`src/rtl/aes_round_sequencer.sv`:
```
// ---------------------------------------------------------------------------
// aes_round_sequencer
//
// Round controller for the AES-128 core. After a load request it
// sequences the key expansion block one round key at a time, and it steps
// the state datapath through these phases:
//    - the initial AddRoundKey;
//    - rounds 1..NUM_ROUNDS-1 (full rounds);
//    - the final round, which has no MixColumns.
// It owns the round counter and every round-key and state register write
// enable. It flags an error if key expansion fails to answer within
// KS_TIMEOUT cycles.
//
// Ports
//    int_osc      in   system clock
//    reset        in   synchronous active-high reset
//    load         in   start request, honoured only when not busy
//    ks_complete  in   key expansion has the next round key ready
//    round        out  current round index, feeds the key expansion counter
//    ks_load      out  one-cycle pulse requesting the next round key
//    key_sel      out  round-key mux select (0 input key, 1 expanded key)
//    rk_we        out  round-key register write enable
//    st_sel       out  state mux select (00 initial ARK, 01 full, 10 final)
//    st_we        out  state register write enable
//    busy         out  encryption in progress
//    done         out  ciphertext valid, held until the next load
//    err          out  key expansion timeout, held until the next load
// ---------------------------------------------------------------------------
module aes_round_sequencer #(
   parameter int NUM_ROUNDS = 10,
   parameter int RW         = 4,
   parameter int KS_TIMEOUT = 64
) (
   input  logic          int_osc,
   input  logic          reset,
   input  logic          load,
   input  logic          ks_complete,
   output logic [RW-1:0] round,
   output logic          ks_load,
   output logic          key_sel,
   output logic          rk_we,
   output logic [1:0]    st_sel,
   output logic          st_we,
   output logic          busy,
   output logic          done,
   output logic          err
);

   localparam int TW = $clog2(KS_TIMEOUT + 1);

   localparam logic [RW-1:0] LAST_ROUND = RW'(NUM_ROUNDS);
   localparam logic [RW-1:0] FIRST_ROUND = RW'(1);
   localparam logic [TW-1:0] WAIT_LAST = TW'(KS_TIMEOUT - 1);
   localparam logic [TW-1:0] WAIT_STEP = TW'(1);

   localparam logic [2:0] S_IDLE    = 3'd0;
   localparam logic [2:0] S_INIT    = 3'd1;
   localparam logic [2:0] S_KS_REQ  = 3'd2;
   localparam logic [2:0] S_KS_WAIT = 3'd3;
   localparam logic [2:0] S_RK      = 3'd4;
   localparam logic [2:0] S_ST      = 3'd5;
   localparam logic [2:0] S_DONE    = 3'd6;
   localparam logic [2:0] S_ERR     = 3'd7;

   logic [2:0]    state_q, state_d;
   logic [RW-1:0] round_q, round_d;
   logic [TW-1:0] ksWaitCnt_q, ksWaitCnt_d;

   // Next-state logic.
   // Load is only honoured from the resting states, so a request that
   // arrives mid-encryption neither restarts nor disturbs the round count.
   // Restarting clears the round index so that INIT presents round 0.
   // The key-expansion wait counter is cleared on every request. While
   // waiting, the counter advances on each cycle that passes without
   // ks_complete. The KS_TIMEOUT-th such cycle gives up and moves to ERR,
   // leaving the round index frozen at the round that failed.
   always_comb begin
      state_d     = state_q;
      round_d     = round_q;
      ksWaitCnt_d = ksWaitCnt_q;
      case (state_q)
         S_IDLE, S_DONE, S_ERR: begin
            if (load) begin
               state_d = S_INIT;
               round_d = '0;
            end
         end
         S_INIT: begin
            round_d = FIRST_ROUND;
            state_d = S_KS_REQ;
         end
         S_KS_REQ: begin
            ksWaitCnt_d = '0;
            state_d     = S_KS_WAIT;
         end
         S_KS_WAIT: begin
            if (ks_complete) begin
               state_d = S_RK;
            end else if (ksWaitCnt_q == WAIT_LAST) begin
               state_d = S_ERR;
            end else begin
               ksWaitCnt_d = ksWaitCnt_q + WAIT_STEP;
            end
         end
         S_RK: begin
            state_d = S_ST;
         end
         S_ST: begin
            if (round_q == LAST_ROUND) begin
               state_d = S_DONE;
            end else begin
               round_d = round_q + FIRST_ROUND;
               state_d = S_KS_REQ;
            end
         end
         default: begin
            state_d = S_IDLE;
            round_d = '0;
         end
      endcase
   end

   // State, round and wait-counter registers with synchronous reset.
   always_ff @(posedge int_osc) begin
      if (reset) begin
         state_q     <= S_IDLE;
         round_q     <= '0;
         ksWaitCnt_q <= '0;
      end else begin
         state_q     <= state_d;
         round_q     <= round_d;
         ksWaitCnt_q <= ksWaitCnt_d;
      end
   end

   // Moore output decode from the registered state and round only.
   // INIT writes both the round-key and state registers from the input
   // key. In the ST state, the final round is recognised by the round index
   // rather than by a separate state.
   always_comb begin
      ks_load = 1'b0;
      key_sel = 1'b0;
      rk_we   = 1'b0;
      st_sel  = 2'b00;
      st_we   = 1'b0;
      busy    = 1'b0;
      done    = 1'b0;
      err     = 1'b0;
      case (state_q)
         S_INIT: begin
            rk_we = 1'b1;
            st_we = 1'b1;
            busy  = 1'b1;
         end
         S_KS_REQ: begin
            ks_load = 1'b1;
            busy    = 1'b1;
         end
         S_KS_WAIT: begin
            busy = 1'b1;
         end
         S_RK: begin
            rk_we   = 1'b1;
            key_sel = 1'b1;
            busy    = 1'b1;
         end
         S_ST: begin
            st_we  = 1'b1;
            st_sel = (round_q == LAST_ROUND) ? 2'b10 : 2'b01;
            busy   = 1'b1;
         end
         S_DONE: begin
            done = 1'b1;
         end
         S_ERR: begin
            err = 1'b1;
         end
         default: begin
            busy = 1'b0;
         end
      endcase
   end

   assign round = round_q;

endmodule

```
`config.mk`:
```
export PLATFORM = sky130hd
export DESIGN_NAME = aes_round_sequencer
export DESIGN_NICKNAME = d
export VERILOG_FILES = /design/src/rtl/aes_round_sequencer.sv
export SDC_FILE = /design/constraint.sdc
export NUM_CORES = 1
export LEC_CHECK = 0
export CAP_MARGIN = 20
export CORE_AREA = 3 3 44 46
export CTS_BUF_LIST = sky130_fd_sc_hd__clkbuf_2 sky130_fd_sc_hd__clkbuf_4 sky130_fd_sc_hd__clkbuf_8
export DETAILED_ROUTE_END_ITERATION = 10
export DIE_AREA = 0 0 47 49
export HOLD_SLACK_MARGIN = 0.08
export PLACE_DENSITY = 0.92
export SYNTH_ARGS = -nofsm -noshare
export SYNTH_HDL_FRONTEND = slang
export SYNTH_SLANG_ARGS = --single-unit
```
`constraint.sdc`:
```
create_clock -name int_osc -period 5 [get_ports int_osc]
set_clock_uncertainty 0.1 [all_clocks]
set_input_delay 1 -clock int_osc [delete_from_list [all_inputs] [get_ports int_osc]]
set_output_delay 1 -clock int_osc [all_outputs]
set_load 0.005 [all_outputs]
```
Figure 1. M3 wires.
(10 px per µm)
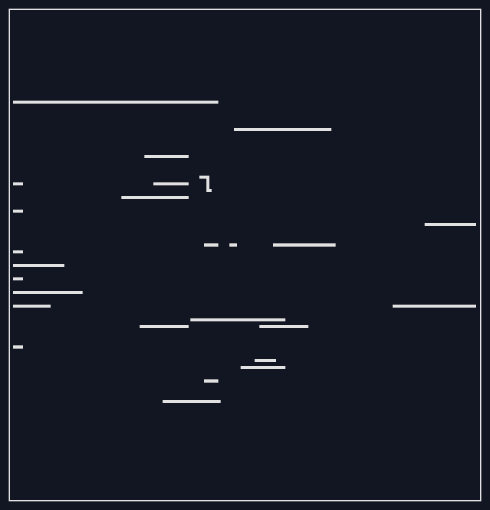
longest straight run	20.2 µm
wire length on this layer	115 µm
total detailed-routing wirelength: 2.088 mm
grt met3 use: 5.904%

Figure 2. Clock network drawn from the DEF.
(10 px per µm)
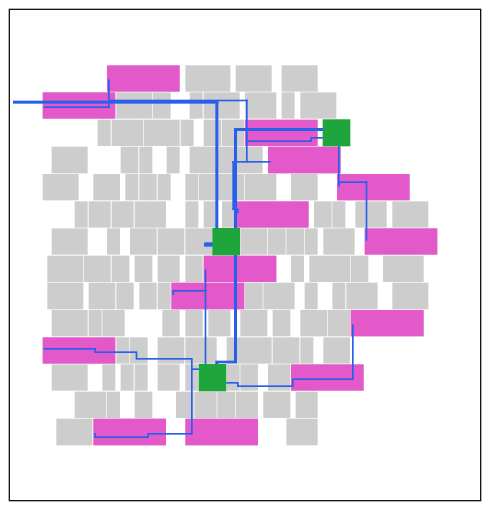
[clock drivers] green | count: 3
[clock wires] blue | length: 206 µm
[flip-flops] magenta | count: 14
flops lie	spread over the die
worst skew pair latency: 0.28 ns
power of the clock network: 65.1 µW

Figure 3. Gate families picked out.
(6 px per µm)
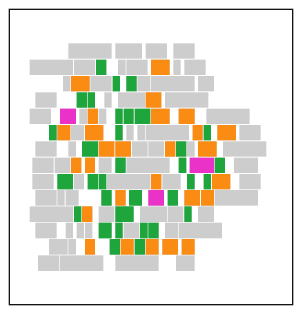
family	colour	cells
aoi and oai cells	orange	27
non-inverting ao/oa cells	magenta	3
nand cells	green	33
most common cell after layout, fill and taps aside: sky130_fd_sc_hd__clkdlybuf4s50_1
count of placed standard cells in the final layout, fillers left out: 145

==> results_slide.txt <==
Implementation Results

Synthesis
  – Xor/xnor share of the synthesized area: 0.9859%
  – Mux share: 0%
  – Aoi/oai-family share of the synthesized area: 23.52%
  – Share of the yosys chip area belonging to registers: 31.55%
  – # Cells Yosys: 118
  – Post-Synthesis Net Count: 125

Route
  – Count of TritonRoute iterations in the first routing pass: 4
  – DRT antenna net count: 0
  – Via count: 927
  – Vias per cell: 6.393
  – Routed wire length per instance: 14.40 µm
  – DRC marker count from the first detailed-route iteration: 29
  – DRC violation count after routing: 0
  – Routed met3 length: 115 µm

Final timing
  – Finish-stage setup viols: 0
  – Unrepaired setup endpoints after global routing: false
  – Setup_tns: 0 ns
  – Min Clock Period, post-route: 3.422 ns
  – Fmax: 292.2 MHz

Final layout
  – Final Instance Area: 1059 µm²
  – Most frequently placed logic cells in the final layout: 16 x sky130_fd_sc_hd__clkdlybuf4s50_1, 14 x sky130_fd_sc_hd__nand2_1, 14 x sky130_fd_sc_hd__dfxtp_1
  – Signed area change from the synthesized netlist to the final layout: 19.16%
  – Area of the multi-input gates: 556.8 µm²
  – Final core area utilization: 68.67%

Status
  – Run status: complete, no violations

Floorplan
  – Placeable core region: 1541 µm²
  – Die Y-Extent: 49 µm
  – IO Count: 17

Placement
  – Count of placed standard cells including taps: 142
  – Routability Congestion: 0.8633

Min path
  – Number of cells on the worst hold path: 1
  – Terminating pin of the worst hold path: ksWaitCnt_q[6]

Clock tree
  – Clock buffers created by TritonCTS: 3
  – CTS root buf: sky130_fd_sc_hd__clkbuf_4
  – Number of buffers on the longest clock path: 2

Worst setup path
  – Worst setup EP type: primary output
  – Type of origin of the critical path: flop
  – Sequence of cells on the critical path: nor2b_1, nand3_1, inv_1, clkdlybuf4s50_1
  – Worst R2R Setup Slack: 3.05 ns

Global routing
  – Global routing usage on met2: 31.00%
  – First-pass GRT wire length: 3.560 mm
  – Met1 usage in global routing: 27.49%

Power and ir drop
  – Largest voltage drop on the vdd net: 0.0001615 V
cell type report:
| cell class | instances | share of cell area [%] |
|---|---|---|
| well taps | 16 | 1.891 |
| flip-flops and latches | 14 | 26.48 |
| inverters | 5 | 1.773 |
| multi-input cells | 91 | 52.60 |
| clock buffers | 3 | 2.128 |
| repair buffers | 16 | 15.13 |
cells in the mapped netlist (2+ instances only):
library cell,count,share of area (%)
sky130_fd_sc_hd__or4_1,2,1.7
sky130_fd_sc_hd__dfxtp_1,14,32
sky130_fd_sc_hd__inv_1,5,2.1
sky130_fd_sc_hd__nor2_1,10,4.2
sky130_fd_sc_hd__nand3_1,13,7.3
sky130_fd_sc_hd__nor3b_1,2,1.7
sky130_fd_sc_hd__and3_1,2,1.4
sky130_fd_sc_hd__a21oi_1,8,4.5
sky130_fd_sc_hd__nor2b_1,3,2.1
sky130_fd_sc_hd__o32ai_1,3,3.0
sky130_fd_sc_hd__a31oi_1,5,3.5
sky130_fd_sc_hd__nand3b_1,3,2.5
sky130_fd_sc_hd__clkbuf_1,6,2.5
sky130_fd_sc_hd__o211ai_1,3,2.5
sky130_fd_sc_hd__nand2_1,14,5.9
sky130_fd_sc_hd__ha_1,3,4.2
sequential cells by signal, summed over array words and instances, names as in the netlist:
name	flops
state_q	3
round	4
ksWaitCnt_q	7
power by group:
part,internal [mW],switching [mW],leakage (nW),total [mW]
logic,0.0188,0.0191,0.237,0.0379
registers,0.114,0.00857,0.113,0.123
clock network,0.0280,0.0371,0.0138,0.0651
total,0.161,0.0648,0.364,0.226
worst register-to-register path: cells and delay by family, from the launching register on:
| family | cells | cell delay, ns |
|---|---|---|
| flops | 1 | 0.78 |
| compound gates | 1 | 0.30 |
| simple gates | 2 | 0.67 |
Power figures rest on the tool's default switching activity, not on a simulated workload.
